### Placed cells, one colour a class

Scale bar: 20 um.
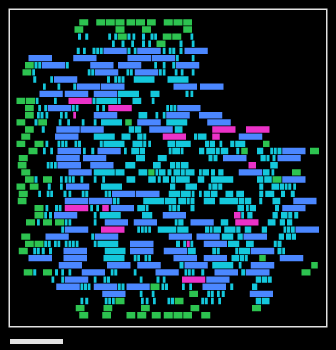
### Sequential cells grouped by signal name

Scale bar: 20 um. Other sequential cells in the stronger grey, the rest of the logic in the fainter grey.
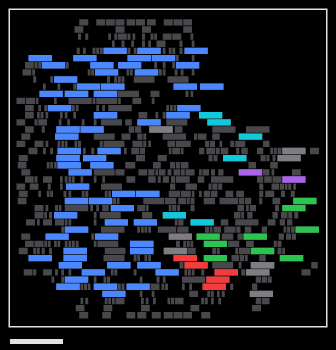
$ cat src/rtl/apa102_pkg.sv
// Shared constants and state encoding for the APA102 strip link.
// The receiving end (apa102_in) uses the same frame geometry.
package apa102_pkg;

  localparam int START_BITS        = 32;
  localparam int LED_COUNT         = 7;
  localparam int LED_FRAME_BITS    = 32;
  localparam int COLOUR_FIELD_BITS = 3;

  localparam logic [2:0] HEADER_PREFIX = 3'b111;

  localparam int LED_END_BIT = START_BITS + LED_COUNT * LED_FRAME_BITS;

  typedef enum logic [1:0] {
    IDLE,
    START_F,
    LED_F,
    END_F
  } state_e;

endpackage

$ cat src/rtl/apa102_if.sv
// Frame request and serial strip signals of the APA102 transmitter.
// The master side requests frames; the slave side drives the strip.
interface apa102_if;

  logic        start;
  logic [62:0] data_in;
  logic [4:0]  brightness;
  logic        sck;
  logic        sda;
  logic        busy;
  logic        done;

  modport master (
    output start, data_in, brightness,
    input  sck, sda, busy, done
  );

  modport slave (
    input  start, data_in, brightness,
    output sck, sda, busy, done
  );

endinterface

$ cat src/rtl/apa102_sck_gen.sv
// Serial clock divider: each sck phase lasts CLK_DIV clk cycles, starting low.
// The tick strobes fire on the last cycle of a phase, so the next phase begins after that edge.
module apa102_sck_gen #(
  parameter int CLK_DIV = 2
) (
  input  logic clk,
  input  logic rst_n,
  input  logic en_i,
  output logic fall_tick_o,
  output logic rise_tick_o,
  output logic sck_o
);

  localparam int DW = $clog2(CLK_DIV) + 1;
  localparam logic [DW-1:0] DIV_LAST = DW'(CLK_DIV - 1);

  logic [DW-1:0] div_q;
  logic          sck_q;
  logic          phaseEnd;

  assign phaseEnd    = en_i && (div_q == DIV_LAST);
  assign rise_tick_o = phaseEnd && !sck_q;
  assign fall_tick_o = phaseEnd && sck_q;
  assign sck_o       = sck_q;

  // Disabling returns sck to its low idle level with a fresh divider.
  always_ff @(posedge clk or negedge rst_n) begin
    if (!rst_n) begin
      div_q <= '0;
      sck_q <= 1'b0;
    end else if (!en_i) begin
      div_q <= '0;
      sck_q <= 1'b0;
    end else if (phaseEnd) begin
      div_q <= '0;
      sck_q <= ~sck_q;
    end else begin
      div_q <= div_q + DW'(1);
    end
  end

endmodule

$ cat src/rtl/apa102_out.sv
// APA102 strip transmitter: snapshots colours and brightness on start, then sends
// a start frame, seven LED frames and END_BITS ones, MSB first.
module apa102_out
  import apa102_pkg::*;
#(
  parameter int CLK_DIV  = 2,
  parameter int END_BITS = 33
) (
  input logic      clk,
  input logic      rst_n,
  apa102_if.slave  bus
);

  localparam logic [8:0] LED_FIRST_BIT = 9'(START_BITS);
  localparam logic [8:0] END_FIRST_BIT = 9'(LED_END_BIT);
  localparam logic [8:0] LAST_BIT      = 9'(LED_END_BIT + END_BITS - 1);
  localparam logic [5:0] FIELD_TOP     = 6'(3 * LED_COUNT * COLOUR_FIELD_BITS - 1);
  localparam logic [5:0] FIELD_STEP    = 6'(COLOUR_FIELD_BITS);

  state_e      state_q, state_d;
  logic [8:0]  bit_q, bit_d;
  logic [5:0]  ptr_q, ptr_d;
  logic [1:0]  rep_q, rep_d;
  logic [62:0] data_q, data_d;
  logic [4:0]  bright_q, bright_d;
  logic        sda_q, sda_d;
  logic        busy_q, busy_d;
  logic        done_q, done_d;
  logic        fallTick, riseTick, sck;
  logic [7:0]  headerByte;

  apa102_sck_gen #(.CLK_DIV(CLK_DIV)) u_sck_gen (
    .clk         (clk),
    .rst_n       (rst_n),
    .en_i        (busy_q),
    .fall_tick_o (fallTick),
    .rise_tick_o (riseTick),
    .sck_o       (sck)
  );

  // sda for the next bit is computed from the advanced counters so it lands on the
  // same edge that starts the low phase. ptr_q tracks the MSB of the current colour
  // field and rep_q walks v[2],v[1],v[0] repeatedly to replicate it across the byte.
  always_comb begin
    state_d    = state_q;
    bit_d      = bit_q;
    ptr_d      = ptr_q;
    rep_d      = rep_q;
    data_d     = data_q;
    bright_d   = bright_q;
    sda_d      = sda_q;
    busy_d     = busy_q;
    done_d     = 1'b0;
    headerByte = {HEADER_PREFIX, bright_q};
    unique case (state_q)
      IDLE: begin
        sda_d  = 1'b0;
        busy_d = 1'b0;
        if (bus.start) begin
          data_d   = bus.data_in;
          bright_d = bus.brightness;
          state_d  = START_F;
          bit_d    = '0;
          ptr_d    = FIELD_TOP;
          rep_d    = '0;
          busy_d   = 1'b1;
        end
      end
      default: begin
        if (fallTick) begin
          if (bit_q == LAST_BIT) begin
            state_d = IDLE;
            busy_d  = 1'b0;
            done_d  = 1'b1;
            sda_d   = 1'b0;
            bit_d   = '0;
            ptr_d   = '0;
            rep_d   = '0;
          end else begin
            bit_d = bit_q + 9'd1;
            rep_d = (bit_d[2:0] == 3'd0 || rep_q == 2'd2) ? 2'd0 : rep_q + 2'd1;
            if (state_q == LED_F && bit_q[4:3] != 2'b00 && bit_q[2:0] == 3'd7)
              ptr_d = ptr_q - FIELD_STEP;
            if (bit_d < LED_FIRST_BIT) begin
              state_d = START_F;
              sda_d   = 1'b0;
            end else if (bit_d < END_FIRST_BIT) begin
              state_d = LED_F;
              sda_d   = (bit_d[4:3] == 2'b00) ? headerByte[3'd7 - bit_d[2:0]]
                                              : data_q[ptr_d - {4'd0, rep_d}];
            end else begin
              state_d = END_F;
              sda_d   = 1'b1;
            end
          end
        end
      end
    endcase
  end

  always_ff @(posedge clk or negedge rst_n) begin
    if (!rst_n) begin
      state_q  <= IDLE;
      bit_q    <= '0;
      ptr_q    <= '0;
      rep_q    <= '0;
      data_q   <= '0;
      bright_q <= '0;
      sda_q    <= 1'b0;
      busy_q   <= 1'b0;
      done_q   <= 1'b0;
    end else begin
      state_q  <= state_d;
      bit_q    <= bit_d;
      ptr_q    <= ptr_d;
      rep_q    <= rep_d;
      data_q   <= data_d;
      bright_q <= bright_d;
      sda_q    <= sda_d;
      busy_q   <= busy_d;
      done_q   <= done_d;
    end
  end

  assign bus.sck  = sck;
  assign bus.sda  = sda_q;
  assign bus.busy = busy_q;
  assign bus.done = done_q;

  assert property (@(posedge clk) disable iff (!rst_n) riseTick |=> bus.sck);

endmodule

$ cat src/flat_wrapper.sv
// flat-port wrapper written by rule: the top's interface ports become plain ports
module apa102_out_flat import apa102_pkg::*;
#(
  parameter int CLK_DIV  = 2,
  parameter int END_BITS = 33
)
  (clk, rst_n, bus_start, bus_data_in, bus_brightness, bus_sck, bus_sda, bus_busy, bus_done);
  apa102_if bus_i ();
  input logic clk;
  input logic rst_n;
  input wire logic [$bits(bus_i.start)-1:0] bus_start;
  input wire logic [$bits(bus_i.data_in)-1:0] bus_data_in;
  input wire logic [$bits(bus_i.brightness)-1:0] bus_brightness;
  output wire logic [$bits(bus_i.sck)-1:0] bus_sck;
  output wire logic [$bits(bus_i.sda)-1:0] bus_sda;
  output wire logic [$bits(bus_i.busy)-1:0] bus_busy;
  output wire logic [$bits(bus_i.done)-1:0] bus_done;
  assign bus_i.start = bus_start;
  assign bus_i.data_in = bus_data_in;
  assign bus_i.brightness = bus_brightness;
  assign bus_sck = bus_i.sck;
  assign bus_sda = bus_i.sda;
  assign bus_busy = bus_i.busy;
  assign bus_done = bus_i.done;
  apa102_out #(.CLK_DIV(CLK_DIV), .END_BITS(END_BITS)) u_core (.clk(clk), .rst_n(rst_n), .bus(bus_i));
endmodule
$ cat config.mk
export PLATFORM = sky130hd
export DESIGN_NAME = apa102_out_flat
export DESIGN_NICKNAME = d
export VERILOG_FILES = /design/src/rtl/apa102_pkg.sv /design/src/rtl/apa102_if.sv /design/src/rtl/apa102_sck_gen.sv /design/src/rtl/apa102_out.sv /design/src/flat_wrapper.sv
export SDC_FILE = /design/constraint.sdc
export NUM_CORES = 1
export LEC_CHECK = 0
export CORE_MARGIN = 2
export CORE_UTILIZATION = 35
export CTS_CLUSTER_SIZE = 30
export DETAILED_ROUTE_END_ITERATION = 10
export PLACE_DENSITY_LB_ADDON = 0.2
export SLEW_MARGIN = 15
export SYNTH_ARGS = -nofsm -noshare
export SYNTH_HDL_FRONTEND = slang
export SYNTH_SLANG_ARGS = --single-unit
$ cat constraint.sdc
create_clock -name clk -period 5.05 [get_ports clk]
set_clock_uncertainty 0.1 [all_clocks]
set_input_delay 0.505 -clock clk [delete_from_list [all_inputs] [get_ports clk]]
set_output_delay 0.505 -clock clk [all_outputs]
set_load 0.02 [all_outputs]
==> impl_metrics.env <==
# flow metrics
export IMPL_status="complete, no violations"
export IMPL_crit_type="reg2reg"
export IMPL_period_used_pct=83.23
export IMPL_flop_area_um2=2327
export IMPL_largest_cell_class="registers"
export IMPL_dieHeight_um=120.3
export IMPL_area_delta_synth_final_pct=24.82
export IMPL_clk_latency_ns=0.34
export IMPL_nMultiInputCombCells=382
export IMPL_pwr_share_clk_pct=19.2
export IMPL_xor_share_pct=1.850
export IMPL_cp_depth=13
export IMPL_compound_area_share_pct=7.849
export IMPL_nNonClkBuffers=79
export IMPL_routed_top_layer="met4"
export IMPL_buffer_area_share_pct=13.13
export IMPL_crit_required_ns=5.21
export IMPL_crit_arrival_ns=4.36
export IMPL_postCtsHoldBufs=0
export IMPL_ys_sh_adder_pct=2.537
export IMPL_ant_nets=0
export IMPL_drtIter0Drc=138
export IMPL_synth_most_common_cell="nand2_1"
export IMPL_clockBufferDepth=2
export IMPL_r2r_cells=13
export IMPL_switching_share_pct=36.15
export IMPL_crit_end="u_core.bus.sda"
export IMPL_p_clk_w=0.000622
export IMPL_largest_register="u_core.data_q"
export IMPL_flop_cell="dfrtp_1"
export IMPL_largest_register_ffs=63
export IMPL_io_buffers=74
export IMPL_yosys_area_share_simple_pct=25.45
export IMPL_ir_worst_vdd_mv=0.2143
export IMPL_rows=42
export IMPL_worst_pin_slew_ns=1.081
export IMPL_initial_core_util_pct=35.75
export IMPL_start_kind="flip-flop"
export IMPL_antenna_found_initial=0
export IMPL_grt_util_met3_pct=4.057
export IMPL_vias_per_cell=4.962
export IMPL_path_buffers=0
export IMPL_drt_met1_wl_mm=5.160
export IMPL_setup_viol=0
export IMPL_top_area_cell="dfrtp_1"
export IMPL_wl_mm=10.77
export IMPL_max_stage_delay_ns=0.50
export IMPL_path_clk_slew_ns=0.07
export IMPL_p_comb_w=0.00136
export IMPL_muxShareOfSynthArea_pct=10.44
export IMPL_worstPathMaxFanout=9
export IMPL_wl_per_cell_um=14.29
export IMPL_cts_repair_resize_count=0
export IMPL_nFillCells=1324
export IMPL_avgSynthCellArea_um2=9.302
export IMPL_seq_area_frac_synth_pct=49.15
export IMPL_first_global_vias=3759
export IMPL_cts_max_level=3
export IMPL_grt_pass1_wl_mm=18.41
export IMPL_r2r_end="u_core.bus.sda"
export IMPL_hold_ws_ns=0.03115
export IMPL_wl_met2_mm=4.987
export IMPL_maxSlewViolCount=0
export IMPL_drive_above_1_share_pct=8.478
export IMPL_dp_hpwl_mm=7.749
export IMPL_die_width_um=120.3
export IMPL_synth_distinct_cells=54
export IMPL_ios=75
export IMPL_grt_use_met1_pct=22.06
export IMPL_grt_usage_pct=16.12
export IMPL_layout_cells_non_filler=754
export IMPL_power_switching_w=0.001169
export IMPL_num_clock_buffers=11
export IMPL_slew_headroom_pct=27.29
export IMPL_cpLargestDelayFamily="simple AND/OR/NAND/NOR gates"
export IMPL_top_logic_kind="simple AND/OR/NAND/NOR gates"
export IMPL_yosys_warnings=0
export IMPL_top_cell_area_share_pct=49.15
export IMPL_seq_cell_count=93
export IMPL_area_leaders="dfrtp_1 (49%), nand2_1 (18%), mux4_2 (7.6%)"
export IMPL_end_kind="flip-flop"
export IMPL_crit_start="u_core.bit_q[0]"
export IMPL_synth_edff_count=0
export IMPL_nonClockInverterCount=9
export IMPL_ys_top_cells_by_count="nand2_1 (222), dfrtp_1 (93), clkbuf_1 (24), o21ai_0 (21), mux4_2 (16)"
export IMPL_ys_ff=93
export IMPL_grt_ovfl_total=0
export IMPL_yosysCellCount=509
export IMPL_timing_rr_start="u_core.bit_q[0]"
export IMPL_clock_sinks=93
export IMPL_syn_inst=509
export IMPL_place_inst=739
export IMPL_grt_setup_unrepaired="no"
export IMPL_fp_nets=589
export IMPL_cts_made_buffers=9
export IMPL_wl_met3_um=489
export IMPL_cts_tree="yes"
export IMPL_drv_cap=0
export IMPL_intPower_w=0.002065
export IMPL_cp_slowest_cell="nor3_4"
export IMPL_comb_share_pct=38.70
export IMPL_taps=176
export IMPL_busiest_layer="met2"
export IMPL_setup_slack_ns=0.8471
export IMPL_leakage_nw=2.727
export IMPL_largestRegisters="u_core.data_q (63), u_core.bit_q (9), u_core.ptr_q (6)"
export IMPL_synthArstFlopShare_pct=100.0
export IMPL_clock_area_share_pct=4.489
export IMPL_cpMostUsedCell="ha_1"
export IMPL_pre_cts_ws_ns=0.8914
export IMPL_grt_use_met2_pct=25.85
export IMPL_cp_cell_sequence="ha_1 > ha_1 > nand3b_4 > nor2_1 > mux2_2 > ha_1 > nor2b_1 > or3_1 > and3b_1 > nor3_4 > mux2i_1 > a2111o_1 > a31oi_1"
export IMPL_layout_top_cell="nand2_1"
export IMPL_ys_area_um2=4735
export IMPL_antennaDiodeCount=0
export IMPL_sequentialPowerShare_pct=38.6
export IMPL_comb_area_um2=2287
export IMPL_finish_net_count=654
export IMPL_warnings=28
export IMPL_min_period_ns=4.203
export IMPL_fmax_mhz=237.9
export IMPL_combPwrFrac_pct=42.2
export IMPL_worst_r2r_setup_slack_ns=0.85
Notes on 'Placed cells, one colour a class' above:
Green shows other buffers and delay cells, cells 79. Magenta shows clock drivers and dummy loads, cells 15. Blue shows flip-flops, cells 93. Cyan shows all other logic, cells 391.
fin area: 5909 um^2
Core Region: 13240 um^2
Seq area share: 39.38%
Final Util: 44.62%

Notes on 'Sequential cells grouped by signal name' above:
Purple shows u_core.state_q, sequential cells 2. Blue shows u_core.data_q, sequential cells 63. Green shows u_core.bit_q, sequential cells 9, where lower right. Red shows u_core.bright_q, sequential cells 5. Cyan shows u_core.ptr_q, sequential cells 6.

